<file path="config.mk">
export PLATFORM = sky130hd
export DESIGN_NAME = audio_frame_sequencer
export DESIGN_NICKNAME = d
export VERILOG_FILES = /design/src/rtl/audio_timing_pkg.sv /design/src/rtl/audio_frame_sequencer_frac_tick_gen.sv /design/src/rtl/audio_frame_sequencer.sv
export SDC_FILE = /design/constraint.sdc
export NUM_CORES = 1
export LEC_CHECK = 0
export CAP_MARGIN = 0
export CORE_MARGIN = 5
export CORE_UTILIZATION = 41
export DETAILED_ROUTE_END_ITERATION = 12
export PLACE_DENSITY_LB_ADDON = 0.15
export SETUP_SLACK_MARGIN = 0.05
export SLEW_MARGIN = 20
export SYNTH_ARGS = -nofsm -noshare
export SYNTH_HDL_FRONTEND = slang
export SYNTH_SLANG_ARGS = --single-unit
</file>
<file path="constraint.sdc">
create_clock -name ac97_bitclk -period 3.95 [get_ports ac97_bitclk]
set_input_delay 0.5925 -clock ac97_bitclk [delete_from_list [all_inputs] [get_ports ac97_bitclk]]
set_output_delay 0.5925 -clock ac97_bitclk [all_outputs]
set_load 0.05 [all_outputs]
</file>
<file path="src/rtl/audio_timing_pkg.sv">
// Shared timing constants for the sound datapath: clock rates, default
// fractional-divider ratios and the 8-step frame schedule decode masks.
package audio_timing_pkg;

   localparam int AC97_BITCLK_HZ = 12288000;
   localparam int FRAME_HZ       = 512;
   localparam int FRAME_DIV_DEF  = AC97_BITCLK_HZ / FRAME_HZ;

   // 12.288 MHz * 4/375 = 131072 Hz, 12.288 MHz * 2/375 = 65536 Hz
   localparam int F12_NUM_DEF = 4;
   localparam int F12_DEN_DEF = 375;
   localparam int F3_NUM_DEF  = 2;
   localparam int F3_DEN_DEF  = 375;

   // Bit s is set when step s fires the corresponding enable
   localparam logic [7:0] LEN_STEP_MASK   = 8'b01010101;
   localparam logic [7:0] SWEEP_STEP_MASK = 8'b01000100;
   localparam logic [7:0] ENV_STEP_MASK   = 8'b10000000;

endpackage

</file>
<file path="src/rtl/audio_frame_sequencer_frac_tick_gen.sv">
// Fractional-rate tick generator: emits exactly NUM single-cycle ticks per
// DEN enabled cycles, spaced floor or ceil of DEN/NUM apart.
module frac_tick_gen #(
   parameter int NUM = 4,
   parameter int DEN = 375
) (
   input  logic ac97_bitclk,
   input  logic reset,
   input  logic enable,
   output logic tick
);

   localparam int AW = $clog2(DEN);
   localparam logic [AW:0] NUM_W = (AW+1)'(NUM);
   localparam logic [AW:0] DEN_W = (AW+1)'(DEN);

   logic [AW-1:0] acc;
   logic [AW:0]   sum;
   logic [AW:0]   wrapped;

   // One extra bit keeps acc+NUM exact since acc < DEN and NUM < DEN
   assign sum     = {1'b0, acc} + NUM_W;
   assign wrapped = sum - DEN_W;

   always_ff @(posedge ac97_bitclk) begin
      if (reset || !enable) begin
         acc  <= '0;
         tick <= 1'b0;
      end else if (sum >= DEN_W) begin
         acc  <= wrapped[AW-1:0];
         tick <= 1'b1;
      end else begin
         acc  <= sum[AW-1:0];
         tick <= 1'b0;
      end
   end

endmodule

</file>
<file path="src/rtl/audio_frame_sequencer.sv">
// Sound timing controller: 512 Hz frame sequencer with length/sweep/envelope
// schedule plus fractional channel-frequency enable ticks.
module audio_frame_sequencer
   import audio_timing_pkg::*;
#(
   parameter int FRAME_DIV = FRAME_DIV_DEF,
   parameter int F12_NUM   = F12_NUM_DEF,
   parameter int F12_DEN   = F12_DEN_DEF,
   parameter int F3_NUM    = F3_NUM_DEF,
   parameter int F3_DEN    = F3_DEN_DEF
) (
   input  logic       ac97_bitclk,
   input  logic       reset,
   input  logic       master_sound_enable,
   input  logic       seq_restart,
   output logic       frame_tick,
   output logic [2:0] frame_step,
   output logic       length_tick,
   output logic       sweep_tick,
   output logic       env_tick,
   output logic       freq12_tick,
   output logic       freq3_tick
);

   localparam int PW = $clog2(FRAME_DIV);
   localparam logic [PW-1:0] PRE_LAST = PW'(FRAME_DIV - 1);

   logic [PW-1:0] pre_cnt;

   always_ff @(posedge ac97_bitclk) begin
      if (reset || !master_sound_enable) begin
         pre_cnt     <= '0;
         frame_step  <= 3'd0;
         frame_tick  <= 1'b0;
         length_tick <= 1'b0;
         sweep_tick  <= 1'b0;
         env_tick    <= 1'b0;
      end else if (seq_restart) begin
         // Restart beats a coincident terminal count: no frame tick this edge
         pre_cnt     <= '0;
         frame_step  <= 3'd0;
         frame_tick  <= 1'b0;
         length_tick <= 1'b0;
         sweep_tick  <= 1'b0;
         env_tick    <= 1'b0;
      end else if (pre_cnt == PRE_LAST) begin
         pre_cnt     <= '0;
         frame_step  <= frame_step + 3'd1;
         frame_tick  <= 1'b1;
         length_tick <= LEN_STEP_MASK[frame_step];
         sweep_tick  <= SWEEP_STEP_MASK[frame_step];
         env_tick    <= ENV_STEP_MASK[frame_step];
      end else begin
         pre_cnt     <= pre_cnt + 1'b1;
         frame_tick  <= 1'b0;
         length_tick <= 1'b0;
         sweep_tick  <= 1'b0;
         env_tick    <= 1'b0;
      end
   end

   frac_tick_gen #(.NUM(F12_NUM), .DEN(F12_DEN)) u_freq12 (
      .ac97_bitclk (ac97_bitclk),
      .reset       (reset),
      .enable      (master_sound_enable),
      .tick        (freq12_tick)
   );

   frac_tick_gen #(.NUM(F3_NUM), .DEN(F3_DEN)) u_freq3 (
      .ac97_bitclk (ac97_bitclk),
      .reset       (reset),
      .enable      (master_sound_enable),
      .tick        (freq3_tick)
   );

endmodule
</file>
==> Changelog: implementation, run 1 <==
### Changed

* First-pass GRT wire length at just under 7 mm
* DR WL/cell at roughly 12 µm
* Global Route met3 Usage at between 3 and 4%
* Clk sinks at roughly 42
* Commonest Layout Cell: dfxtp_1
* Clock-pin slew on the worst setup and hold paths at roughly 80 ps
* Maximum VDD drop at between 0.2 and 0.3 mV
* Synth unique cells at 48
* CP max-delay cell: a21boi_1
* Clock buffer cells at 6
* Vias in the first global route at 1526
* Vias per cell at between 5 and 6
* Switch share at approximately a fifth
* Std-Cell Rows at 26
* Final GP Congestion at between 0.7 and 0.8
* Logic Gate Count at 193
* Flip-flop count of the largest register after layout at 15
* Fin util at roughly 47%
* Hold Violations, Final at 0
* Chip Width at between 80 and 90 µm
* Comb. pwr at 0.0228 mW
* Top_reg_cell synth: dfxtp_1
* Die span in y at 83.08 µm
* Cts bufs inserted at 5
* Gr ovfl total at 0
* Hold Buf Count CTS at 0
* Max Clock Freq at 411.3 MHz
* Inverters at 10
* Finished layout cell area at 0.002441 mm²
* Wire length on met3 at between 150 and 200 µm
* Count leader, synth: dfxtp_1
* Layout cell share with drive strength beyond 1 at under 10%
* Worst path max stage delay at 680 ps
* M1 wire length at ~2.1 mm
* Status: finished, final reports clean
* Cells after Synth at around 260
* Tot GR Track Use at roughly an eighth
* Initial antenna violation count at 0
* Met2 routed WL at roughly 1.6 mm
* Drt pass-1 iters at 4
* Number of port buffers at 12
* Top Registers: pre_cnt (15), u_freq12.acc (9), u_freq3.acc (9)
* Core area at roughly 0.005 mm²
* Critical path class: reg -> reg
* Synth mux share at roughly 1.9%
* Minimum clock period at 2432 ps
==> run 1: worst paths after layout <==
check,startpoint,to,slack [ps],cells after the start
max,u_freq12.acc[2]$_SDFF_PP0_,u_freq12.acc[5]$_SDFF_PP0_,1520,7
min,pre_cnt[0]$_SDFF_PP0_,pre_cnt[0]$_SDFF_PP0_,440,1
max reg2reg,u_freq12.acc[2]$_SDFF_PP0_,u_freq12.acc[5]$_SDFF_PP0_,1520,7
min reg2reg,pre_cnt[0]$_SDFF_PP0_,pre_cnt[0]$_SDFF_PP0_,440,1
==> run 1: stage by stage <==
stage               hold slack (ps)  power, mW
floorplan                     412.9     0.4543
global placement              421.2     0.4618
detailed placement            432.2     0.4618
CTS                           444.2     0.8121
global route                  456.8     0.8295
finish                        439.9     0.7972
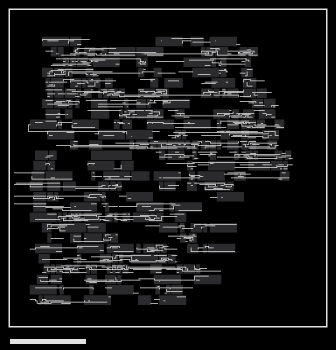
Run 1: signal wires on met1
Bar = 20 µm.
share of all routed wire: 53%
wire length on this layer: 2090 µm
longest straight run: 25.8 µm
main direction: horizontal
routed vias: 1677
GR Layer Usage met1: 15.70%
final WL: 3.925 mm

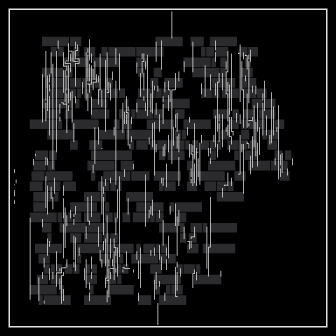
Run 1: the metal 2 layer
longest straight run: 27.5 µm
share of all routed wire: 42%
nets with wire on the layer: 215
wire length on this layer: 1630 µm

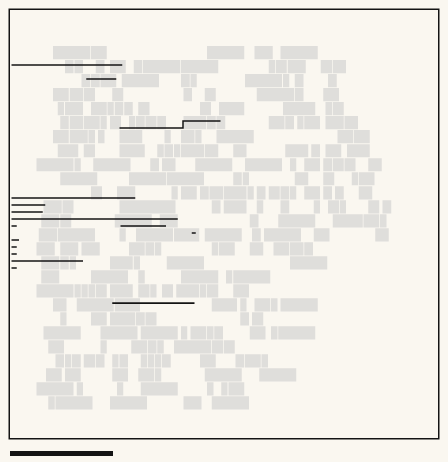
Run 1: signal wires on met3
Bar = 20 µm.
main direction: horizontal
longest straight run: 32.0 µm
share of all routed wire: 4.0%

==> run 2: changes to the inputs <==
clock period = 2.3 ns   (was 3.95 ns; I/O delays follow)
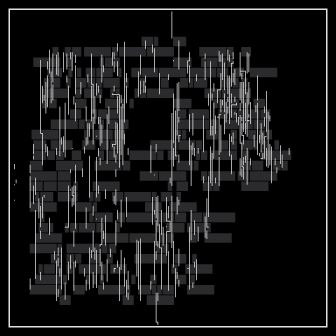
Run 2: the metal 2 layer
share of all routed wire: 42%
wire length on this layer: 1660 µm
longest straight run: 21.1 µm
main direction: vertical
final WL: 3.986 mm
routed vias: 1700
M2 GR Usage: 18.15%

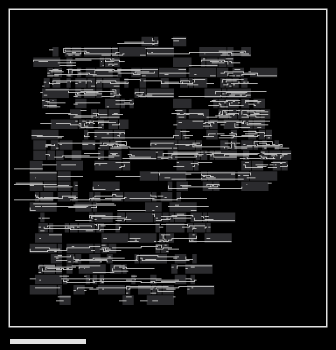
Run 2: signal wires on met1
Bar = 20 µm.
nets with wire on the layer: 259
share of all routed wire: 52%
wire length on this layer: 2080 µm
longest straight run: 26.2 µm

==> Changelog: implementation, run 2 <==
### Changed

* Critical path class: reg -> reg
* Drt pass-1 iters at 4
* Tot GR Track Use at roughly an eighth
* Initial antenna violation count at 0
* Commonest Layout Cell: dfxtp_1
* First-pass GRT wire length at approximately 7.1 mm
* Flip-flop count of the largest register after layout at 15
* Number of stages on the worst setup path at 7
* CP max-delay cell: dfxtp_1
* Tot Pwr at 1.278 mW
* Worst Hold End: pre_cnt[0]$_SDFF_PP0_
* HP Start: pre_cnt[0]$_SDFF_PP0_
* Wire length on met3 at ~170 µm
* Chip Width at 83.08 µm
* R2R setup slack at roughly 240 ps
* DR WL/cell at between 10 and 15 µm
* Worst path max stage delay at 410 ps
* Minimum clock period at around 2000 ps
* Die span in y at roughly 83 µm
* Finished layout cell area at 0.002445 mm²
* Fin util at approximately 48%
* Met2 routed WL at approximately 1.7 mm
* Clock-pin slew on the worst setup and hold paths at ~90 ps
* Final GP Congestion at 0.7710
* Worst r2r src: u_freq3.acc[1]$_SDFF_PP0_
* Global Route met3 Usage at under 10%
* Status: finished, final reports clean
* M1 wire length at 2.079 mm
run 2: stage by stage:
stage	cells	setup slack (ps)
global placement	329	281.6
floorplan	255	412.5
detailed placement	329	197.7
global route	337	82.72
CTS	337	158.4
finish	337	244.8
run 2: power by group:
| part | internal (mW) | switching (mW) | total (mW) |
|---|---|---|---|
| Sequential | 0.731 | 0.00486 | 0.736 |
| Clock | 0.241 | 0.260 | 0.501 |
| Combinational | 0.0169 | 0.0241 | 0.0410 |
run 2: area by class of cell:
| cell class | count | area, µm² |
|---|---|---|
| clock buffers | 6 | 82.58 |
| clock inverters | 2 | 12.51 |
| fillers | 519 | 2695 |
| inverters | 10 | 37.54 |
| multi-input cells | 193 | 1249 |
| flip-flops and latches | 42 | 840.8 |
| well taps | 70 | 87.58 |
| repair buffers | 14 | 135.1 |
==> run 3: changes to the inputs <==
SLEW_MARGIN = 10   (was 20)
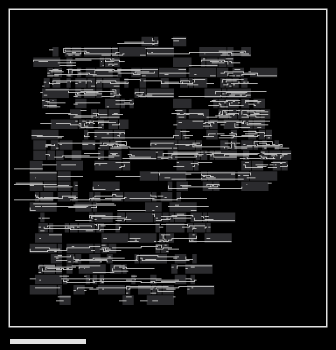
Run 3: signal wires on met1
Bar = 20 µm.
wire length on this layer: 2080 µm
share of all routed wire: 52%
longest straight run: 26.2 µm
main direction: horizontal
nets with wire on the layer: 259
GR Layer Usage met1: 16.09%

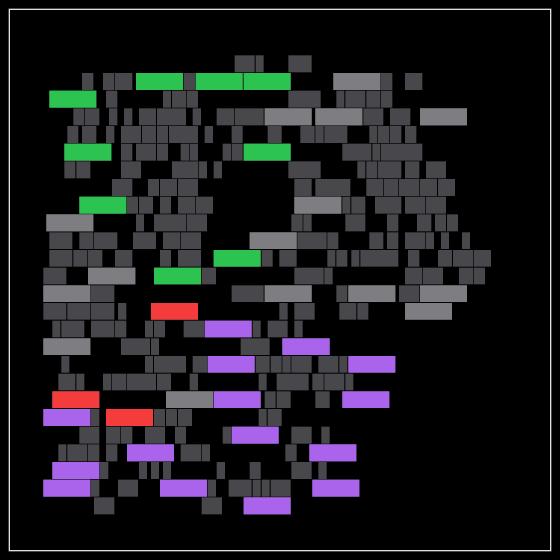
Run 3: register map, names as in the netlist
Other sequential cells in the stronger grey, the rest of the logic in the fainter grey.
[`frame_step`] red | flops: 3
[`pre_cnt`] purple | flops: 15
[`u_freq12.acc`] green | flops: 9
fin util: 47.57%
register area: 840.8 µm²
seq pwr: 0.736 mW

==> Changelog: implementation, run 3 <==
### Changed

* Layout cell share with drive strength beyond 1 at 6.742%
* Vias per cell at approximately 5.0
* Maximum VDD drop at 0.3372 mV
* DR WL/cell at about 12 µm
* Logic area at around 0.0012 mm²
* Inverters at 10
* Switch share at between 20% and 30%
* Clock share of power at around two fifths
* Final WL at 3.986 mm
* Number of port buffers at 12
* Non-clk buf share at 5.527%
* Synth mux share at between 1.5 and 2%
* First-pass GRT wire length at 7.134 mm
* Pre-CTS setup slack at roughly 200 ps
* Clk cell area share at under 10%
* Status: finished, final reports clean
* Std-Cell Rows at 26
* Comb. pwr at ~0.041 mW
* Final Worst Setup Slack at 244.8 ps
* Switching power at approximately 0.29 mW
* Global Route met3 Usage at 3.465%
* Commonest Layout Cell: dfxtp_1
* Final GP Congestion at slightly below 0.8
* Chip Width at around 83 µm
* Placed insts at between 300 and 400
* Vias in the first global route at between 1500 and 2000
* Nonclk buf count at 14
* Filler instances at 519
* CP max-delay cell: dfxtp_1
* Biggest consumer: registers
* Drt pass-1 iters at 4
* Worst hold slack at between 400 and 500 ps
* Die span in y at 83.08 µm
* Top_reg_cell synth: dfxtp_1
* Flip-flop count of the largest register after layout at 15
* Clock-pin slew on the worst setup and hold paths at 90 ps
* Count leader, synth: dfxtp_1
* Tot GR Track Use at 12.15%
* Max Clock Freq at 486.6 MHz
* Clock Power at approximately 0.5 mW
* Critical path class: reg -> reg
-- run 3: worst paths after layout --
| check | cells after the start | startpoint | endpoint | slack, ps |
|---|---|---|---|---|
| setup / recovery | 7 | u_freq3.acc[1]$_SDFF_PP0_ | u_freq3.acc[4]$_SDFF_PP0_ | 240 |
| setup reg to reg | 7 | u_freq3.acc[1]$_SDFF_PP0_ | u_freq3.acc[4]$_SDFF_PP0_ | 240 |
| hold / removal | 1 | pre_cnt[0]$_SDFF_PP0_ | pre_cnt[0]$_SDFF_PP0_ | 440 |
| hold reg to reg | 1 | pre_cnt[0]$_SDFF_PP0_ | pre_cnt[0]$_SDFF_PP0_ | 440 |
-- run 3: layer usage --
layer  wire (µm)  vias up
met3         165        9
met1        2079      764
li1            -      898
met2        1657       29
met4          84        0
met5           0        -
No activity file was given, so power comes from the tool's default toggle rates.
